## config.mk

```make
export PLATFORM = sky130hd
export DESIGN_NAME = gpio_debouncer
export DESIGN_NICKNAME = d
export VERILOG_FILES = /design/src/rtl/debounce_channel.sv /design/src/rtl/gpio_debouncer.sv
export SDC_FILE = /design/constraint.sdc
export NUM_CORES = 1
export LEC_CHECK = 0
export ABC_AREA = 1
export CAP_MARGIN = 20
export CORE_MARGIN = 2
export CORE_UTILIZATION = 55
export DETAILED_ROUTE_END_ITERATION = 8
export GPL_TIMING_DRIVEN = 0
export HOLD_SLACK_MARGIN = 0.06
export PLACE_DENSITY = 0.79
export SETUP_SLACK_MARGIN = 0.3
export SLEW_MARGIN = 30
export SYNTH_ARGS = -nofsm -noshare
export SYNTH_HDL_FRONTEND = slang
export SYNTH_SLANG_ARGS = --single-unit
```

## constraint.sdc

```tcl
create_clock -name clock -period 3.9 [get_ports clock]
set_input_delay 0.78 -clock clock [delete_from_list [all_inputs] [get_ports clock]]
set_output_delay 0.78 -clock clock [all_outputs]
set_load 0.02 [all_outputs]
```

## src/rtl/debounce_channel.sv

```systemverilog
`default_nettype none
// ============================================================================
// Module      : debounce_channel
// Description : One GPIO channel: 2-FF synchronizer, tick-based stability
//               counter, debounced level flop and registered edge strobes.
// Revision    : 1.0 - initial release
// ============================================================================
module debounce_channel #(
    parameter int   DEBOUNCE_MS = 10,
    parameter int   CNT_W       = 4,
    parameter logic INIT_VALUE  = 1'b0
) (
    input  logic clock,
    input  logic reset,
    input  logic i_tick,
    input  logic i_raw,
    output logic o_debounced,
    output logic o_rise,
    output logic o_fall
);

    localparam logic [CNT_W-1:0] c_CNT_LAST = CNT_W'(DEBOUNCE_MS - 1);

    logic             r_sync1;
    logic             r_sync2;
    logic             r_level;
    logic             r_rise;
    logic             r_fall;
    logic [CNT_W-1:0] r_cnt;
    logic             w_differ;

    assign w_differ = (r_sync2 != r_level);

    always_ff @(posedge clock or posedge reset) begin
        if (reset) begin
            r_sync1 <= INIT_VALUE;
            r_sync2 <= INIT_VALUE;
            r_level <= INIT_VALUE;
            r_cnt   <= '0;
            r_rise  <= 1'b0;
            r_fall  <= 1'b0;
        end else begin
            r_sync1 <= i_raw;
            r_sync2 <= r_sync1;
            r_rise  <= 1'b0;
            r_fall  <= 1'b0;
            // Any cycle agreeing with the current level restarts the count.
            if (!w_differ) begin
                r_cnt <= '0;
            end else if (i_tick) begin
                if (r_cnt == c_CNT_LAST) begin
                    r_level <= r_sync2;
                    r_cnt   <= '0;
                    r_rise  <= r_sync2;
                    r_fall  <= ~r_sync2;
                end else begin
                    r_cnt <= r_cnt + CNT_W'(1);
                end
            end
        end
    end

    assign o_debounced = r_level;
    assign o_rise      = r_rise;
    assign o_fall      = r_fall;

endmodule
`default_nettype wire

```

## src/rtl/gpio_debouncer.sv

```systemverilog
`default_nettype none
// ============================================================================
// Module      : gpio_debouncer
// Description : Multi-channel pad debouncer sharing a 1 ms tick prescaler.
// Revision    : 1.0 - initial release
// ============================================================================
module gpio_debouncer #(
    parameter int               CLOCK_FREQUENCY = 12000000,
    parameter int               DEBOUNCE_MS     = 10,
    parameter int               WIDTH           = 3,
    parameter logic [WIDTH-1:0] INIT_VALUE      = '0
) (
    input  logic             clock,
    input  logic             reset,
    input  logic [WIDTH-1:0] raw_in,
    output logic [WIDTH-1:0] debounced,
    output logic [WIDTH-1:0] rise,
    output logic [WIDTH-1:0] fall
);

    localparam int TICK_CYCLES = CLOCK_FREQUENCY / 1000;
    // Keep at least one bit so a 1-cycle tick period still elaborates.
    localparam int PRESC_W     = (TICK_CYCLES > 1) ? $clog2(TICK_CYCLES) : 1;
    localparam int CNT_W       = $clog2(DEBOUNCE_MS + 1);

    localparam logic [PRESC_W-1:0] c_PRESC_LAST = PRESC_W'(TICK_CYCLES - 1);

    logic [PRESC_W-1:0] r_presc;
    logic               w_tick;

    assign w_tick = (r_presc == c_PRESC_LAST);

    always_ff @(posedge clock or posedge reset) begin
        if (reset) begin
            r_presc <= '0;
        end else if (w_tick) begin
            r_presc <= '0;
        end else begin
            r_presc <= r_presc + PRESC_W'(1);
        end
    end

    generate
        for (genvar i = 0; i < WIDTH; i++) begin : g_ch
            debounce_channel #(
                .DEBOUNCE_MS (DEBOUNCE_MS),
                .CNT_W       (CNT_W),
                .INIT_VALUE  (INIT_VALUE[i])
            ) u_ch (
                .clock       (clock),
                .reset       (reset),
                .i_tick      (w_tick),
                .i_raw       (raw_in[i]),
                .o_debounced (debounced[i]),
                .o_rise      (rise[i]),
                .o_fall      (fall[i])
            );
        end
    endgenerate

endmodule
`default_nettype wire

```

==> ci_impl_report.md <==
## Implementation flow summary

| Metric | Value |
|---|---|
| Worst-skew pair later-pin latency | `290 ps` |
| Fmax achieved | `458 MHz` |
| Post-synth seq share | `between 40% and 50%` |
| Top cell excl fill/tap | `nand2_1` |
| Asr flop ratio synth | `100%` |
| Cycle use final | `56.0%` |
| Wl on met1 | `1990 µm` |
| # hold bufs at CTS | `0` |
| Logic area | `1080 µm²` |
| Hold depth | `0` |
| Post-DRT Antenna Nets | `0` |
| CTS Sinks | `41` |
| XOR Share, Synth | `4.09%` |
| Drt first-iter violations | `141` |
| Cell Chain, Critical Path | `buf_4 -> clkdlybuf4s50_1` |
| Ys cells | `between 200 and 300` |
| Ys flops | `41` |
| Pwr dens | `~280 nW/µm²` |
| DRC | `0` |
| Post-layout min period | `2180 ps` |
| Die H | `a little under 70 µm` |
| First-pass iteration count of the detailed router | `4` |
| Area Overhead vs Synth | `13.0%` |
| Crit. Startpoint | `g_ch[0].u_ch.o_debounced` |
| Met2 wire length | `2130 µm` |
| Worst Path Required | `3120 ps` |
| Most numerous logic cells after layout | `nand2_1 (76), nor2_1 (51), dfrtp_1 (41), inv_1 (35), nand3_1 (34)` |
| Post-Synth Simple-Gate Area | `37.2%` |
| Syn Inst Count | `299` |
| M1 GR Usage | `24.9%` |
| Final WL | `4360 µm` |
| Final worst slack | `1720 ps` |
| Tool warnings | `30` |
| Chip Width | `69.4 µm` |
| Yosys aoi share | `0.532%` |
| RSZ-0062 raised after global routing | `false` |
| Max Slew Vio Count | `0` |
| Pwr Total | `739 µW` |
| Setup TNS | `0 ps` |
| WL/cell | `11.8 µm` |
| Yosys warns | `0` |
| RR Startpoint | `r_presc[0]` |
| Post-DP HPWL | `3200 µm` |
| Chip area | `4820 µm²` |
| IO Pins | `14` |
| Vias | `1,875` |
| Critical-path top delay cell | `clkdlybuf4s50_1` |
| HP Start | `g_ch[2].u_ch.r_sync1` |
| Total gr overflow | `0` |
| CP Max Fanout | `4` |
| Main logic family | `simple AND/OR/NAND/NOR gates` |
| Cts bufs inserted | `5` |
| Mux share of post-synthesis cell area | `0%` |
| Synth Flop Type | `dfrtp_1` |
| Final Non-Filler Cells | `371` |
| Post-Synthesis Net Count | `312` |
| Relative slew slack | `72.1%` |
| Final instance area | `2660 µm²` |
| First-pass GRT wire length | `7670 µm` |
| Clock Path Buffers | `2` |
| Number of enable flip-flop cells | `0` |
| Share of layout cells above drive strength 1 | `13.7%` |
| Max stage delay on crit path | `590 ps` |
| Final Hold Viols | `0` |
| Worst R2R Setup Slack | `between 2000 and 2500 ps` |
| Fa+ha+maj area frac | `4.25%` |
| Clock transition at the registers of the reported paths | `roughly 80 ps` |
| Pre-Place Util | `58.0%` |
| H-tree depth | `2` |
| Reg area | `~1000 µm²` |
| Outcome | `completed` |
| N_diodes | `0` |
| Vias per inst | `5.05` |
| WP buf/inv | `2` |
| CP startpoint kind | `register` |
| Arrival time at the worst endpoint | `around 1400 ps` |
| Hold slack final | `around 350 ps` |
| Gr usage total | `19.9%` |
| Initial antenna violation count | `0` |
| DP Area | `2570 µm²` |
| Final net count | `333` |
| Type of the most critical hold path | `reg2reg` |
final cells by class:
type	instances	share of cell area, %
plain buffers	11	3.15
clock buffers	5	2.59
clock inverters	3	0.659
inverters	41	5.97
multi-input cells	206	40.8
flip-flops and latches	41	38.6
well taps	50	2.35
repair buffers	14	5.93
where the power goes:
| group | leakage (µW) | switching, µW | internal, µW |
|---|---|---|---|
| Clock | 0.0000439 | 150 | 124 |
| Combinational | 0.000904 | 17.9 | 11.2 |
| Sequential | 0.000542 | 5.54 | 430 |
| Total | 0.00149 | 174 | 565 |
how the worst max path moves through the flow:
stage | endpoint | slack, ps | depth (start not counted)
2_1_floorplan | g_ch[0].u_ch.o_debounced | 2170 | 1
3_3_place_gp | g_ch[1].u_ch.o_rise | 1310 | 2
3_5_place_dp | debounced[0] | 2020 | 2
4_1_cts | debounced[0] | 1680 | 2
5_1_grt | debounced[0] | 1640 | 2
6_report | debounced[0] | 1720 | 2
cell usage after synthesis (2+ instances only):
cell / count / area share [%]
dfrtp_1: 41 / 44
nand4_1: 4 / 1.1
inv_1: 36 / 5.7
buf_4: 9 / 2.9
nand3_2: 2 / 0.85
nand2_1: 76 / 12
nor2_1: 51 / 8.1
nor2_2: 4 / 1.1
ha_1: 8 / 4.3
nand2_2: 5 / 1.3
nand3_1: 34 / 7.2
nor2_8: 2 / 1.7
inv_2: 3 / 0.48
xor2_1: 10 / 3.7
nand2_4: 3 / 1.4
registers in the layout, summed over array words and instances (netlist names):
register               cells
g_ch.u_ch.r_sync2          3
g_ch.u_ch.o_debounced      3
g_ch.u_ch.o_fall           3
g_ch.u_ch.o_rise           3
g_ch.u_ch.r_sync1          3
g_ch.u_ch.r_cnt           12
r_presc                   14
Figure 1. Cell placement.
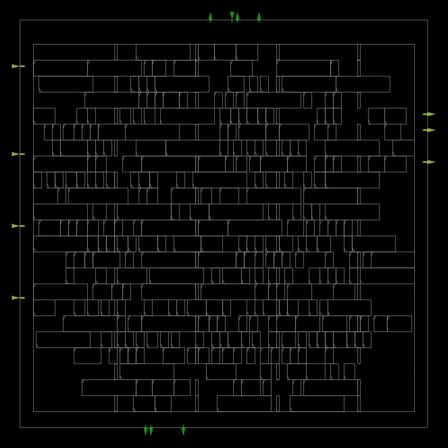
utilization after layout: 65.6%
core area: 4060 µm²
Fill cells: 353

Figure 2. Routed metal per tile.
Scale bar: 20 µm. 14 x 14 tiles, from black (low) to pale yellow (high), scaled to the fullest tile. Values are wire area over tile area, all layers added.
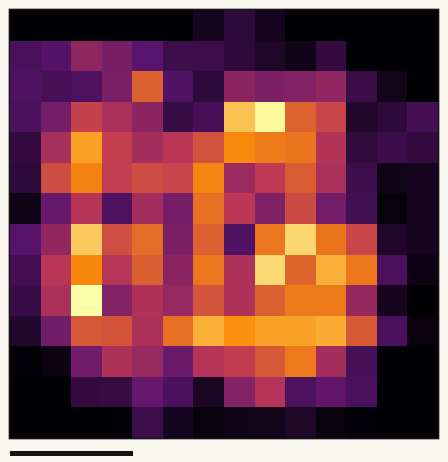
The mean over all tiles is 0.14. The fullest tile reaches 0.44. 28% of the tiles are over half the peak.

Power and IR drop assume default switching activity.
